$ cat src/rtl/bus_arbiter_rr.sv
// Round-robin bus arbiter with grant-timeout and transaction watchdog.
// Tracks each granted transaction through the shared begin/end strobes and recovers a stuck bus.
module bus_arbiter_rr #(
    parameter int nrOfMasters  = 4,
    parameter int grantTimeout = 16,
    parameter int busTimeout   = 1024
) (
    input  logic                   clock,
    input  logic                   reset,
    input  logic [nrOfMasters-1:0] requestTransaction,
    output logic [nrOfMasters-1:0] transactionGranted,
    input  logic                   beginTransactionIn,
    input  logic                   endTransactionIn,
    output logic                   busErrorOut,
    output logic                   endTransactionOut,
    output logic [3:0]             activeMaster,
    output logic                   busIdle
);

    typedef enum logic [2:0] {
        ST_IDLE    = 3'd0,
        ST_GRANTED = 3'd1,
        ST_ACTIVE  = 3'd2,
        ST_ERROR   = 3'd3,
        ST_END     = 3'd4
    } state_e;

    localparam logic [7:0]  GRANT_LAST = 8'(grantTimeout - 1);
    localparam logic [15:0] BUS_LAST   = 16'(busTimeout - 1);
    localparam bit          WD_EN      = (busTimeout != 0);

    state_e                   state_q, state_d;
    logic [nrOfMasters-1:0]   grant_q, grant_d;
    logic [3:0]               ptr_q, ptr_d;
    logic [3:0]               act_q, act_d;
    logic [7:0]               gcnt_q, gcnt_d;
    logic [15:0]              wcnt_q, wcnt_d;
    logic                     err_q, err_d;
    logic                     endo_q, endo_d;

    logic [nrOfMasters-1:0]   rot_s;
    logic [4:0]               off_s;
    logic [4:0]               sum_s;
    logic                     found_s;
    logic [3:0]               sel_s;
    logic                     req_any_s;
    logic                     req_own_s;

    // Rotate requests so the master after the pointer sits at bit 0, then take the first set bit.
    always_comb begin
        rot_s   = nrOfMasters'({requestTransaction, requestTransaction} >> (ptr_q + 4'd1));
        found_s = 1'b0;
        off_s   = 5'd0;
        for (int i = 0; i < nrOfMasters; i++) begin
            if (!found_s && rot_s[i]) begin
                found_s = 1'b1;
                off_s   = 5'(i);
            end else begin
                found_s = found_s;
            end
        end
        sum_s = 5'(ptr_q) + 5'd1 + off_s;
        if (sum_s >= 5'(nrOfMasters)) begin
            sel_s = 4'(sum_s - 5'(nrOfMasters));
        end else begin
            sel_s = 4'(sum_s);
        end
    end

    assign req_any_s = |requestTransaction;
    assign req_own_s = |(requestTransaction & grant_q);

    // State and registered outputs.
    always_ff @(posedge clock or negedge reset) begin
        if (!reset) begin
            state_q <= ST_IDLE;
            grant_q <= '0;
            ptr_q   <= 4'(nrOfMasters - 1);
            act_q   <= 4'd0;
            gcnt_q  <= 8'd0;
            wcnt_q  <= 16'd0;
            err_q   <= 1'b0;
            endo_q  <= 1'b0;
        end else begin
            state_q <= state_d;
            grant_q <= grant_d;
            ptr_q   <= ptr_d;
            act_q   <= act_d;
            gcnt_q  <= gcnt_d;
            wcnt_q  <= wcnt_d;
            err_q   <= err_d;
            endo_q  <= endo_d;
        end
    end

    // Next-state decision; GRANTED conditions are ordered by priority.
    always_comb begin
        state_d = state_q;
        case (state_q)
            ST_IDLE: begin
                if (req_any_s) begin
                    state_d = ST_GRANTED;
                end else begin
                    state_d = ST_IDLE;
                end
            end
            ST_GRANTED: begin
                if (beginTransactionIn) begin
                    state_d = ST_ACTIVE;
                end else if (!req_own_s) begin
                    state_d = ST_IDLE;
                end else if (gcnt_q == GRANT_LAST) begin
                    state_d = ST_IDLE;
                end else begin
                    state_d = ST_GRANTED;
                end
            end
            ST_ACTIVE: begin
                if (endTransactionIn) begin
                    state_d = ST_IDLE;
                end else if (WD_EN && (wcnt_q == BUS_LAST)) begin
                    state_d = ST_ERROR;
                end else begin
                    state_d = ST_ACTIVE;
                end
            end
            ST_ERROR: state_d = ST_END;
            ST_END:   state_d = ST_IDLE;
            default:  state_d = ST_IDLE;
        endcase
    end

    // Registered-output and counter updates derived from the transition being taken.
    always_comb begin
        ptr_d  = ptr_q;
        act_d  = act_q;
        err_d  = (state_d == ST_ERROR);
        endo_d = (state_d == ST_END);
        if ((state_q == ST_IDLE) && (state_d == ST_GRANTED)) begin
            grant_d = {{(nrOfMasters-1){1'b0}}, 1'b1} << sel_s;
            ptr_d   = sel_s;
            act_d   = sel_s;
        end else if ((state_q == ST_GRANTED) && (state_d == ST_GRANTED)) begin
            grant_d = grant_q;
        end else begin
            grant_d = '0;
        end
        if ((state_q == ST_GRANTED) && (state_d == ST_GRANTED)) begin
            gcnt_d = gcnt_q + 8'd1;
        end else begin
            gcnt_d = 8'd0;
        end
        // With the watchdog disabled the counter simply parks at its maximum.
        if ((state_q == ST_ACTIVE) && (state_d == ST_ACTIVE)) begin
            if (wcnt_q == 16'hFFFF) begin
                wcnt_d = wcnt_q;
            end else begin
                wcnt_d = wcnt_q + 16'd1;
            end
        end else begin
            wcnt_d = 16'd0;
        end
    end

    assign transactionGranted = grant_q;
    assign busErrorOut        = err_q;
    assign endTransactionOut  = endo_q;
    assign activeMaster       = act_q;
    assign busIdle            = (state_q == ST_IDLE);

endmodule

$ cat config.mk
export PLATFORM = sky130hd
export DESIGN_NAME = bus_arbiter_rr
export DESIGN_NICKNAME = d
export VERILOG_FILES = /design/src/rtl/bus_arbiter_rr.sv
export SDC_FILE = /design/constraint.sdc
export NUM_CORES = 1
export LEC_CHECK = 0
export CORE_AREA = 2 2 71 73
export CTS_CLUSTER_SIZE = 8
export DETAILED_ROUTE_END_ITERATION = 8
export DIE_AREA = 0 0 73 75
export DONT_BUFFER_PORTS = 1
export GPL_TIMING_DRIVEN = 0
export MAX_ROUTING_LAYER = met4
export PLACE_DENSITY_LB_ADDON = 0.25
export SLEW_MARGIN = 0
export SYNTH_ARGS = -nofsm -noshare
export SYNTH_HDL_FRONTEND = slang
export SYNTH_SLANG_ARGS = --single-unit
$ cat constraint.sdc
create_clock -name clock -period 3.42 [get_ports clock]
set_input_delay 0.342 -clock clock [delete_from_list [all_inputs] [get_ports clock]]
set_output_delay 0.342 -clock clock [all_outputs]
set_load 0.02 [all_outputs]
==> impl_metrics.env <==
# flow metrics
export IMPL_drc_errors=0
export IMPL_grt_pass1_vias=1565
export IMPL_cts_root_buf="clkbuf_8"
export IMPL_yosysMostFrequentCell="dfrtp_1"
export IMPL_p_leak_nw=1.02
export IMPL_tightest_slew_ns=0.869
export IMPL_final_util=0.541
export IMPL_tool_warnings=26
export IMPL_ant_nets=0
export IMPL_clock_latency_ns=0.30
export IMPL_clock_skew_ns=0.00969
export IMPL_port_buffers=0
export IMPL_via_per_inst=5.58
export IMPL_gp_congestion=0.802
export IMPL_finalHoldViolations=0
export IMPL_fp_util=0.490
export IMPL_stdcell_count=302
export IMPL_dpl_hpwl_microns=2870
export IMPL_yosysWarnings=0
export IMPL_edf_count=0
export IMPL_setup_viol_count_final=0
export IMPL_p_per_area_mw_per_mm2=755
export IMPL_clkSlewWorstSetupHoldPaths_ns=0.08
export IMPL_layout_drive_gt1_share=0.169
export IMPL_ys_seq_elements=39
export IMPL_syn_area_sq_mm=0.00229
export IMPL_yosys_area_top_type="dfrtp_1"
export IMPL_arrival_ns=3.47
export IMPL_cts_tree="done"
export IMPL_cp_end_kind="register"
export IMPL_drt_iter0_markers=90
export IMPL_ir_drop_v=0.000279
export IMPL_fmax_mhz=307
export IMPL_path_max_fanout=10
export IMPL_ys_top_cells_by_area="dfrtp_1, nand2_1, nor2_4"
export IMPL_num_io_pins=19
export IMPL_wl_microns=4170
export IMPL_num_vias=1684
export IMPL_start_kind="register"
export IMPL_finalPower_mw=1.91
export IMPL_diodes=0
export IMPL_syn_mean_instance_area_sq_um=9.65
export IMPL_setup_ws_ns=0.160
export IMPL_flop_cell="dfrtp_1"
export IMPL_crit_path_frequent_cell="ha_1"
export IMPL_std_cell_rows=25
export IMPL_grt_ovfl_total=0
export IMPL_layout_nets=262
export IMPL_path_cells="clkbuf_4 > mux4_2 > nor2_2 > nand3_1 > ha_1 > fa_2 > xnor2_2 > ha_1 > a31oi_1 > o21a_1 > o21bai_2 > o31ai_1"
export IMPL_cp_slowest_cell="dfstp_2"
export IMPL_post_route_period_util=0.953
export IMPL_post_place_ws_ns=-0.159
export IMPL_yosys_stat_seqShare=0.428
export IMPL_fp_dieW_microns=73
export IMPL_worstSetupPathType="reg -> reg"
export IMPL_relSlewSlack=0.413
export IMPL_drtPass1Iterations=4
export IMPL_fp_nets=252
export IMPL_outcome="finished clean"
export IMPL_tns_ns=0
export IMPL_required_ns=3.63
export IMPL_yosysTopAreaCellShare=0.405
export IMPL_async_flop_share=1.00
export IMPL_min_path_type="in -> reg"
export IMPL_wl_per_cell_microns=13.8
export IMPL_cap_viol_max_count=0
export IMPL_synth_stat_cells=237
export IMPL_antenna_found_initial=0
export IMPL_cts_sinks=39
export IMPL_grt_max_degree=40
export IMPL_synth_cell_type_count=48
export IMPL_slowest_delay_ns=0.53
export IMPL_grt_first_pass_wirelength_microns=6910
export IMPL_syn_inst=237
export IMPL_min_period_ns=3.26
export IMPL_ys_top_cells_by_count="dfrtp_1, nand2_1, nor2_1"
export IMPL_synth_chip_area_sq_mm=0.00229
export IMPL_clock_path_buffers=2
export IMPL_syn_to_final_growth_pct=10.4
export IMPL_dieHeight_microns=75
export IMPL_dp_cells=291
export IMPL_cts_buffers=5
export IMPL_core_area_sq_mm=0.00466
export IMPL_h_tree_depth=2
export IMPL_grt_total_usage=0.171
export IMPL_drv_slew=0
export IMPL_die_area_sq_mm=0.00548
[cell families (layout without fill, tap and decap cells)]
logic type	Yosys count	after routing	synth area share
simple gates	119	119	0.299
fa+ha+maj	7	7	0.0416
flops	39	39	0.428
compound gates	37	37	0.105
buf+inv	15	26	0.0416
xor+xnor	15	15	0.0575
mux	5	5	0.0274
[power by group]
group | switching (mW) | internal (mW)
logic | 0.500 | 0.393
clock network | 0.166 | 0.217
registers | 0.0889 | 0.540
total | 0.756 | 1.15
[critical path: cells and delay by family (launching register included)]
kind / cells / cell delay, ns
adders and majority gates: 3 / 0.81
AOI/OAI and AO/OA: 4 / 0.69
DFF: 1 / 0.53
muxes: 1 / 0.53
and+or+nand+nor: 2 / 0.24
buffers and inverters: 1 / 0.20
xor gates and xnor gates: 1 / 0.16
[cell usage in the layout (no fill, tap or decap), types with 5 or more instances in the layout]
master,n
inv_1,5
nor2_4,9
nand3_1,14
nand2_1,29
ha_1,6
nand4_1,5
dfrtp_1,37
clkbuf_8,5
xor2_1,5
o21ai_0,11
a211oi_1,5
nand2b_1,6
a21oi_1,8
nor3_1,5
xnor2_1,9
nor2_1,21
[per-layer routing]
layer  GRT usage  vias to the layer above  share of wire
met3      0.0482                        7          0.035
met5           -                        -              0
li1            -                      854              -
met1       0.216                      799           0.49
met4      0.0617                        0          0.016
met2       0.262                       24           0.46
[state kept, by name (all words and copies together), names as in the netlist]
signal and flops:
gcnt_q 8, wcnt_q 16, transactionGranted 4, activeMaster 2
state_q 3, endTransactionOut 1, ptr_q 4, busErrorOut 1
[metrics by stage]
step / hold slack, ns / cell area (sq um)
global placement: 0.0476 / 2350
global route: 0.272 / 2520
finish: 0.272 / 2520
floorplan: 0.0464 / 2290
CTS: 0.262 / 2500
detailed placement: 0.0475 / 2350
[layout make-up]
cell class              count  area (sq um)
clock inverters             3          43.8
plain buffers              10          80.1
flip-flops and latches     39           978
fillers                   425          2140
multi-input cells         183          1230
clock buffers               5          68.8
well taps                  54          67.6
repair buffers              3          37.5
inverters                   5          18.8
[worst paths after layout]
| path | from | to | slack, ns | cells past startpoint |
|---|---|---|---|---|
| max | ptr_q[0] | transactionGranted[3] | 0.16 | 12 |
| min | endTransactionIn | state_q[1] | 0.27 | 3 |
| max reg2reg | ptr_q[0] | transactionGranted[3] | 0.16 | 12 |
| min reg2reg | gcnt_q[0] | gcnt_q[0] | 0.48 | 1 |
| max in group asynchronous | reset | ptr_q[0] | 2.67 | 2 |
| min in group asynchronous | reset | wcnt_q[2] | 0.49 | 2 |
[timing repair]
item	4_1_cts	5_1_grt
pin swaps	0	1
hold endpoints to repair	39	0
endpoints found under the setup margin	4	6
cloned	0	0
hold buffers	2	0
gates resized	2	5
setup buffers	0	1
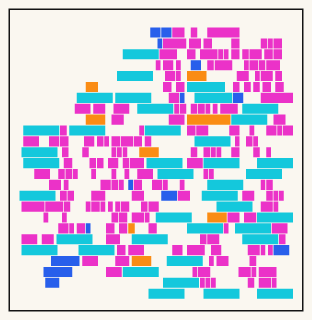
(cells colored by class)
Scale: 4 px per micron.
class	color	cells	share of their area
remaining logic cells	magenta	188	51%
clock drivers and dummy loads	orange	8	4.6%
remaining buffers and delay cells	blue	13	4.8%
registers	cyan	39	40%

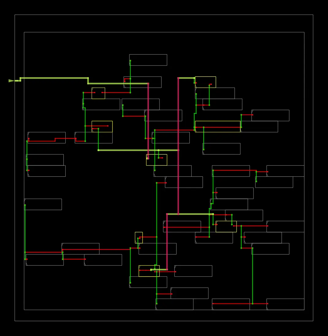
(clock routing)
clk pwr: 384 uW
flop count: 39

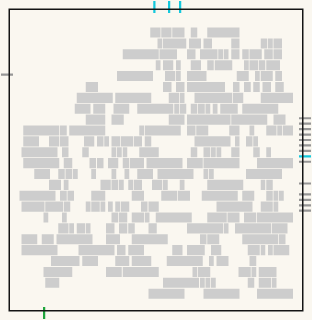
(pin map)
Scale: 4 px per micron. Pins as bars across the die edge, other pins in gray.
port	color	pins	direction	edge
`activeMaster`	cyan	4	output	3 north, 1 east
`reset`	green	1	input	south
all pins by edge	14 east, 3 north, 1 west, 1 south

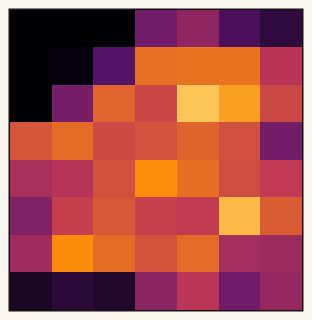
(cell area per tile)
Scale: 4 px per micron. The die is cut into 7 by 8 equal tiles; black is low, pale yellow is high, 0 to 100% covered.
tiles over 75% full	8.9%
fullest tile	88%
mean over tiles	45%
densest ninth of the die	center

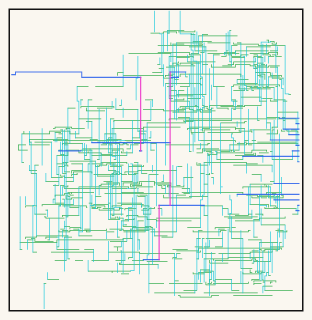
(routed metal, one color a layer)
Scale: 4 px per micron.
layer	color	wire length
M3	blue	145 microns
M1	green	2040 microns
M2	cyan	1920 microns
M4	magenta	65.3 microns

No activity file was given, so power comes from the tool's default toggle rates.
